### src/rtl/mem_io_bus_master.sv
// MEM-stage master for uncached IO accesses: legality check, bus arbitration,
// parity-protected command issue, completion timeout, read retry, single response.
module mem_io_bus_master #(
  parameter int                ADDR_W      = 32,
  parameter int                DATA_W      = 32,
  parameter logic [ADDR_W-1:0] IO_BASE     = 32'h1FC0_0000,
  parameter logic [ADDR_W-1:0] IO_LIMIT    = 32'h1FFF_FFFF,
  parameter logic [ADDR_W-1:0] USER_LIMIT  = 32'h7FFF_FFFF,
  parameter logic [ADDR_W-1:0] TEXT_LIMIT  = 32'h0040_0000,
  parameter bit                PARITY_ODD  = 1'b0,
  parameter int                TIMEOUT_CYC = 256,
  parameter int                MAX_RETRY   = 2
) (
  input  logic              clk,
  input  logic              resetn,
  // pipeline side
  input  logic              pipe_req_valid,
  output logic              pipe_req_ready,
  input  logic              pipe_rw,
  input  logic              pipe_um,
  input  logic [1:0]        pipe_size,
  input  logic [ADDR_W-1:0] pipe_addr,
  input  logic [DATA_W-1:0] pipe_wdata,
  output logic              pipe_resp_valid,
  output logic [DATA_W-1:0] pipe_rdata,
  output logic              pipe_addr_error,
  output logic              pipe_bus_error,
  // arbiter side
  output logic              bus_req,
  input  logic              bus_grant,
  output logic              bus_free,
  // command to the slave
  output logic              m_cmd_valid,
  output logic              m_rw,
  output logic [1:0]        m_size,
  output logic [ADDR_W-1:0] m_addr,
  output logic [DATA_W:0]   m_wdata,
  // slave completion
  input  logic              s_rd_valid,
  input  logic [DATA_W:0]   s_rdata,
  input  logic              s_wr_done,
  input  logic              s_bus_error,
  // FSM state for checkers
  output logic [2:0]        dbg_state
);

  // Handshakes: a request transfers on the clock edge where pipe_req_valid and
  // pipe_req_ready are both high; ready is only ever high in IDLE. The response,
  // the command strobe and bus_free are single-cycle pulses with no back-pressure.

  localparam int TO_W    = (TIMEOUT_CYC > 1) ? $clog2(TIMEOUT_CYC) : 1;
  localparam int TO_LAST = (TIMEOUT_CYC > 0) ? TIMEOUT_CYC - 1 : 0;
  localparam int RT_W    = (MAX_RETRY > 0) ? $clog2(MAX_RETRY + 1) : 1;
  localparam logic [TO_W-1:0] TO_LAST_V = TO_W'(TO_LAST);
  localparam logic [RT_W-1:0] RT_MAX    = RT_W'(MAX_RETRY);

  typedef enum logic [2:0] {
    S_IDLE = 3'd0,
    S_ARB  = 3'd1,
    S_XFER = 3'd2,
    S_WAIT = 3'd3,
    S_RESP = 3'd4
  } state_t;

  state_t            state;
  logic              lat_rw;
  logic [1:0]        lat_size;
  logic [ADDR_W-1:0] lat_addr;
  logic [DATA_W-1:0] lat_wdata;
  logic [TO_W-1:0]   to_cnt;
  logic [RT_W-1:0]   retry_cnt;

  logic              addr_bad;
  logic              rd_par_ok;
  logic              to_hit;
  logic              wait_fin;
  logic              wait_err;
  logic              wait_retry;
  logic [DATA_W-1:0] wait_rdata;

  function automatic logic par_of(input logic [DATA_W-1:0] d);
    return PARITY_ODD ? ~^d : ^d;
  endfunction

  assign dbg_state = state;
  assign rd_par_ok = (s_rdata[DATA_W] == par_of(s_rdata[DATA_W-1:0]));
  assign to_hit    = (TIMEOUT_CYC != 0) && (to_cnt == TO_LAST_V);

  // Legality of the request currently offered by the pipeline.
  always_comb begin
    addr_bad = 1'b0;
    if (pipe_size == 2'b11) addr_bad = 1'b1;
    if ((pipe_size == 2'b01) && pipe_addr[0]) addr_bad = 1'b1;
    if ((pipe_size == 2'b10) && (pipe_addr[1:0] != 2'b00)) addr_bad = 1'b1;
    if ((pipe_addr < IO_BASE) || (pipe_addr > IO_LIMIT)) addr_bad = 1'b1;
    if (pipe_um && (pipe_addr > USER_LIMIT)) addr_bad = 1'b1;
    if (pipe_rw && (pipe_addr <= TEXT_LIMIT)) addr_bad = 1'b1;
  end

  // WAIT outcome: bus error beats completion, completion beats timeout.
  always_comb begin
    wait_fin   = 1'b0;
    wait_err   = 1'b0;
    wait_retry = 1'b0;
    if (s_bus_error) begin
      wait_fin = 1'b1;
      wait_err = 1'b1;
    end else if (lat_rw) begin
      if (s_wr_done) wait_fin = 1'b1;
    end else if (s_rd_valid) begin
      if (rd_par_ok) begin
        wait_fin = 1'b1;
      end else if (retry_cnt < RT_MAX) begin
        wait_retry = 1'b1;
      end else begin
        wait_fin = 1'b1;
        wait_err = 1'b1;
      end
    end
    if (!wait_fin && !wait_retry && to_hit) begin
      wait_fin = 1'b1;
      wait_err = 1'b1;
    end
    wait_rdata = (wait_err || lat_rw) ? '0 : s_rdata[DATA_W-1:0];
  end

  always_ff @(posedge clk or negedge resetn) begin
    if (!resetn) begin
      state           <= S_IDLE;
      lat_rw          <= 1'b0;
      lat_size        <= '0;
      lat_addr        <= '0;
      lat_wdata       <= '0;
      to_cnt          <= '0;
      retry_cnt       <= '0;
      pipe_req_ready  <= 1'b0;
      pipe_resp_valid <= 1'b0;
      pipe_rdata      <= '0;
      pipe_addr_error <= 1'b0;
      pipe_bus_error  <= 1'b0;
      bus_req         <= 1'b0;
      bus_free        <= 1'b0;
      m_cmd_valid     <= 1'b0;
      m_rw            <= 1'b0;
      m_size          <= '0;
      m_addr          <= '0;
      m_wdata         <= '0;
    end else begin
      pipe_resp_valid <= 1'b0;
      bus_free        <= 1'b0;
      m_cmd_valid     <= 1'b0;
      unique case (state)
        S_IDLE: begin
          if (pipe_req_valid && pipe_req_ready) begin
            lat_rw         <= pipe_rw;
            lat_size       <= pipe_size;
            lat_addr       <= pipe_addr;
            lat_wdata      <= pipe_wdata;
            pipe_req_ready <= 1'b0;
            if (addr_bad) begin
              state           <= S_RESP;
              pipe_resp_valid <= 1'b1;
              pipe_addr_error <= 1'b1;
            end else begin
              state   <= S_ARB;
              bus_req <= 1'b1;
            end
          end else begin
            pipe_req_ready <= 1'b1;
          end
        end
        S_ARB: begin
          if (bus_grant) begin
            state       <= S_XFER;
            m_cmd_valid <= 1'b1;
            m_rw        <= lat_rw;
            m_size      <= lat_size;
            m_addr      <= lat_addr;
            m_wdata     <= {par_of(lat_wdata), lat_wdata};
          end
        end
        S_XFER: begin
          to_cnt <= '0;
          state  <= S_WAIT;
        end
        S_WAIT: begin
          if (wait_fin) begin
            state           <= S_RESP;
            pipe_resp_valid <= 1'b1;
            pipe_bus_error  <= wait_err;
            pipe_rdata      <= wait_rdata;
            bus_req         <= 1'b0;
            bus_free        <= 1'b1;
          end else if (wait_retry) begin
            // Re-issue the held command; the bus stays owned across retries.
            retry_cnt   <= retry_cnt + 1'b1;
            state       <= S_XFER;
            m_cmd_valid <= 1'b1;
          end else begin
            to_cnt <= to_cnt + 1'b1;
          end
        end
        S_RESP: begin
          state           <= S_IDLE;
          retry_cnt       <= '0;
          pipe_rdata      <= '0;
          pipe_addr_error <= 1'b0;
          pipe_bus_error  <= 1'b0;
          pipe_req_ready  <= 1'b1;
        end
        default: state <= S_IDLE;
      endcase
    end
  end

endmodule
### config.mk
export PLATFORM = sky130hd
export DESIGN_NAME = mem_io_bus_master
export DESIGN_NICKNAME = d
export VERILOG_FILES = /design/src/rtl/mem_io_bus_master.sv
export SDC_FILE = /design/constraint.sdc
export NUM_CORES = 1
export LEC_CHECK = 0
export CAP_MARGIN = 20
export CORE_MARGIN = 5
export CORE_UTILIZATION = 50
export CTS_CLUSTER_DIAMETER = 100
export DETAILED_ROUTE_END_ITERATION = 10
export HOLD_SLACK_MARGIN = 0.06
export PLACE_DENSITY = 0.82
export SYNTH_ARGS = -nofsm -noshare
export SYNTH_HDL_FRONTEND = slang
export SYNTH_SLANG_ARGS = --single-unit
### constraint.sdc
create_clock -name clk -period 5.3 [get_ports clk]
set_input_delay 0.795 -clock clk [delete_from_list [all_inputs] [get_ports clk]]
set_output_delay 0.795 -clock clk [all_outputs]
set_load 0.01 [all_outputs]
==> flow_summary.json <==
{
  "vdd_drop_max_mv": 0.418,
  "die_w_um": 134,
  "stdcell_area_mm2": 0.0107,
  "ff2ff_path_depth": 7,
  "worst-path-max-fanout": 8,
  "antenna_found_initial": 0,
  "relSlewSlack_pct": 38.4,
  "fin_crit_sh_pct": 64.6,
  "finalSetupTns_ns": 0,
  "fmax_mhz": 292,
  "required_ns": 5.64,
  "cp_common_cell": "xnor2_1",
  "dieArea_mm2": 0.0181,
  "cts_resized": 0,
  "power.leakage_nw": 4.45,
  "area_delta_synth_final_pct": 38.2,
  "endpoint_kind": "flop",
  "root_buffer": "clkbuf_16",
  "grt_overflow": 0,
  "port-buffer-count": 216,
  "cts_hold_buf": 0,
  "hold_slack_ns": 0.438,
  "syn_area_per_cell_um2": 14.4,
  "warnings": 29,
  "syn_area_mm2": 0.00774,
  "drive_gt1_share_pct": 23.9,
  "cp-start-kind": "input pin",
  "drcViolationCount": 0,
  "viasPerCell": 5.42,
  "hold_violations": 0,
  "insertedDiodeCount": 0,
  "slew_viol_final": 0,
  "outcome": "finished clean",
  "area_leaders": "dfrtp_1 (60%), mux2_2 (19%), xnor2_1 (6.0%)",
  "avgRoutedWirePerCell_um": 19.2,
  "skew_ns": 0.00926,
  "syn_inst": 539,
  "crit_buf_inv": 1,
  "ys_chip_area_mm2": 0.00774,
  "drtAntennaViolNets": 0,
  "mostFrequentLayoutCells": "clkdlybuf4s50_1 (215), dfrtp_1 (187), mux2_2 (134)",
  "synthFlopType": "dfrtp_1",
  "synth_seq_share_pct": 60.4,
  "ios": 218,
  "pre_cts_ws_ns": 1.44,
  "critical_path.max_stage_delay_ns": 0.53,
  "path_clk_slew_ns": 0.07,
  "grt_use_total_pct": 21.1,
  "synth_flops": 187,
  "maxCapViolCount": 0,
  "core_mm2": 0.0152,
  "rows": 45,
  "floorplan.core_util_pct": 50.9,
  "grt_first_pass_wirelength_mm": 29.9,
  "final_common_cell": "clkdlybuf4s50_1",
  "fp.dieH_um": 134,
  "cts.sinks": 187,
  "fin_ws_ns": 1.88,
  "edf_count": 0,
  "hold_path.class": "in -> async",
  "r2r-start": "lat_rw",
  "crit_type": "in -> reg",
  "post_cts_buffers": 0,
  "synthDistinctLibCells": 41,
  "htree_levels": 4,
  "yosysTopAreaCellShare_pct": 60.4,
  "grt_max_degree": 103,
  "hpwl_mm": 13.5,
  "drtIter0Drc": 208,
  "top_area_cell": "dfrtp_1",
  "min_period_ns": 3.42,
  "cp_top_family": "XOR/XNOR gates"
}
==> kinds of logic (layout without fill, tap and decap cells) <==
group / count (synthesis) / count (layout) / share of synthesized area, %
xor+xnor: 62 / 62 / 7.48
fa+ha+maj: 1 / 1 / 0.162
mux: 137 / 137 / 19.9
flops: 187 / 187 / 60.4
simple gates: 68 / 68 / 4.46
compound gates: 59 / 59 / 6.32
buf+inv: 25 / 256 / 1.21
==> Yosys cell counts, types with 2 or more instances <==
library cell	instances
a21oi_1	9
a22o_1	31
a311oi_1	2
a31o_1	4
and2_1	3
and3_1	4
clkbuf_1	23
dfrtp_1	187
mux2_2	134
mux2i_1	2
nand2_1	14
nand2b_1	7
nand3_1	5
nor2_1	15
nor2b_1	4
nor3_1	6
nor4_1	4
o21a_1	2
o21ai_0	2
o21bai_1	2
or3_1	2
xnor2_1	53
xor2_1	6
==> power breakdown <==
| group | switching (mW) | total, mW | internal [mW] |
|---|---|---|---|
| clock network | 0.571 | 1.19 | 0.618 |
| logic | 1.15 | 2.85 | 1.69 |
| registers | 0.394 | 2.43 | 2.04 |
| total | 2.12 | 6.47 | 4.35 |
==> worst max-delay path by stage <==
stage,endpoint,slack (ns),depth (start not counted)
global placement,to_cnt[5],1.51,9
floorplan,to_cnt[5],2.20,8
global route,to_cnt[7],1.73,9
detailed placement,to_cnt[5],1.44,9
CTS,to_cnt[5],1.87,9
finish,to_cnt[5],1.88,9
==> state kept, by name, summed over array words and instances (netlist names), 2 cells and up <==
register and flops:
lat_addr 32, to_cnt 8, m_size 2, dbg_state 3, retry_cnt 2, m_wdata 33, m_addr 32, lat_wdata 32
pipe_rdata 32, lat_size 2
==> area by class of cell <==
| cell class | count | area (µm²) |
|---|---|---|
| fillers | 1040 | 4500 |
| inverters | 1 | 3.75 |
| multi-input cells | 327 | 3000 |
| repair buffers | 223 | 2230 |
| well taps | 188 | 235 |
| clock inverters | 15 | 134 |
| clock buffers | 17 | 425 |
| flip-flops and latches | 187 | 4680 |
==> through the flow <==
stage	utilization (%)	std cells
global route	70.4	958
global placement	66.7	926
floorplan	-	539
CTS	70.4	958
finish	70.4	958
detailed placement	66.7	926
==> routing by layer <==
metal,vias to the layer above,share of wire (%),GRT usage (%),routed length [µm]
met2,182,49,34.9,9000
met1,2628,39,25.0,7240
li1,2361,-,-,-
met5,-,0,0,0
met3,19,10,9.87,1910
met4,0,1.2,5.77,229
Fig. 1: metal 4
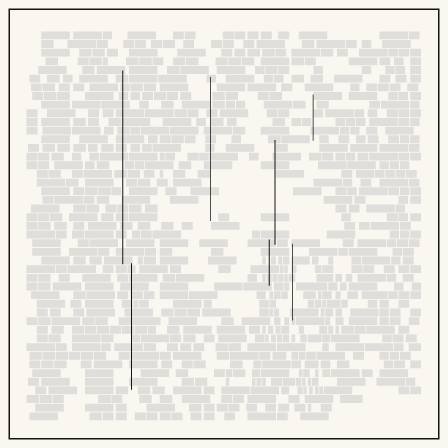
longest straight run: 60.5 µm
main direction: vertical
via count: 5190
total routed wirelength: 18.4 mm

Fig. 2: floorplan with the power grid
Scale bar: 50 µm. Pins as bars on the die edge. Tap cells in grey.
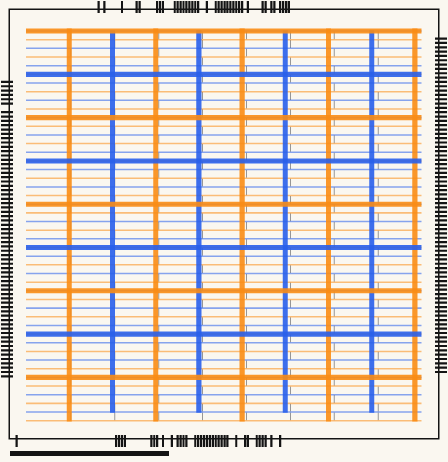
legend:
  orange:
    net: VSS
  blue:
    net: VDD
signal pins: 218
rows: 45
met4 straps: 9
met1 rails: 46

Power and IR drop assume default switching activity.
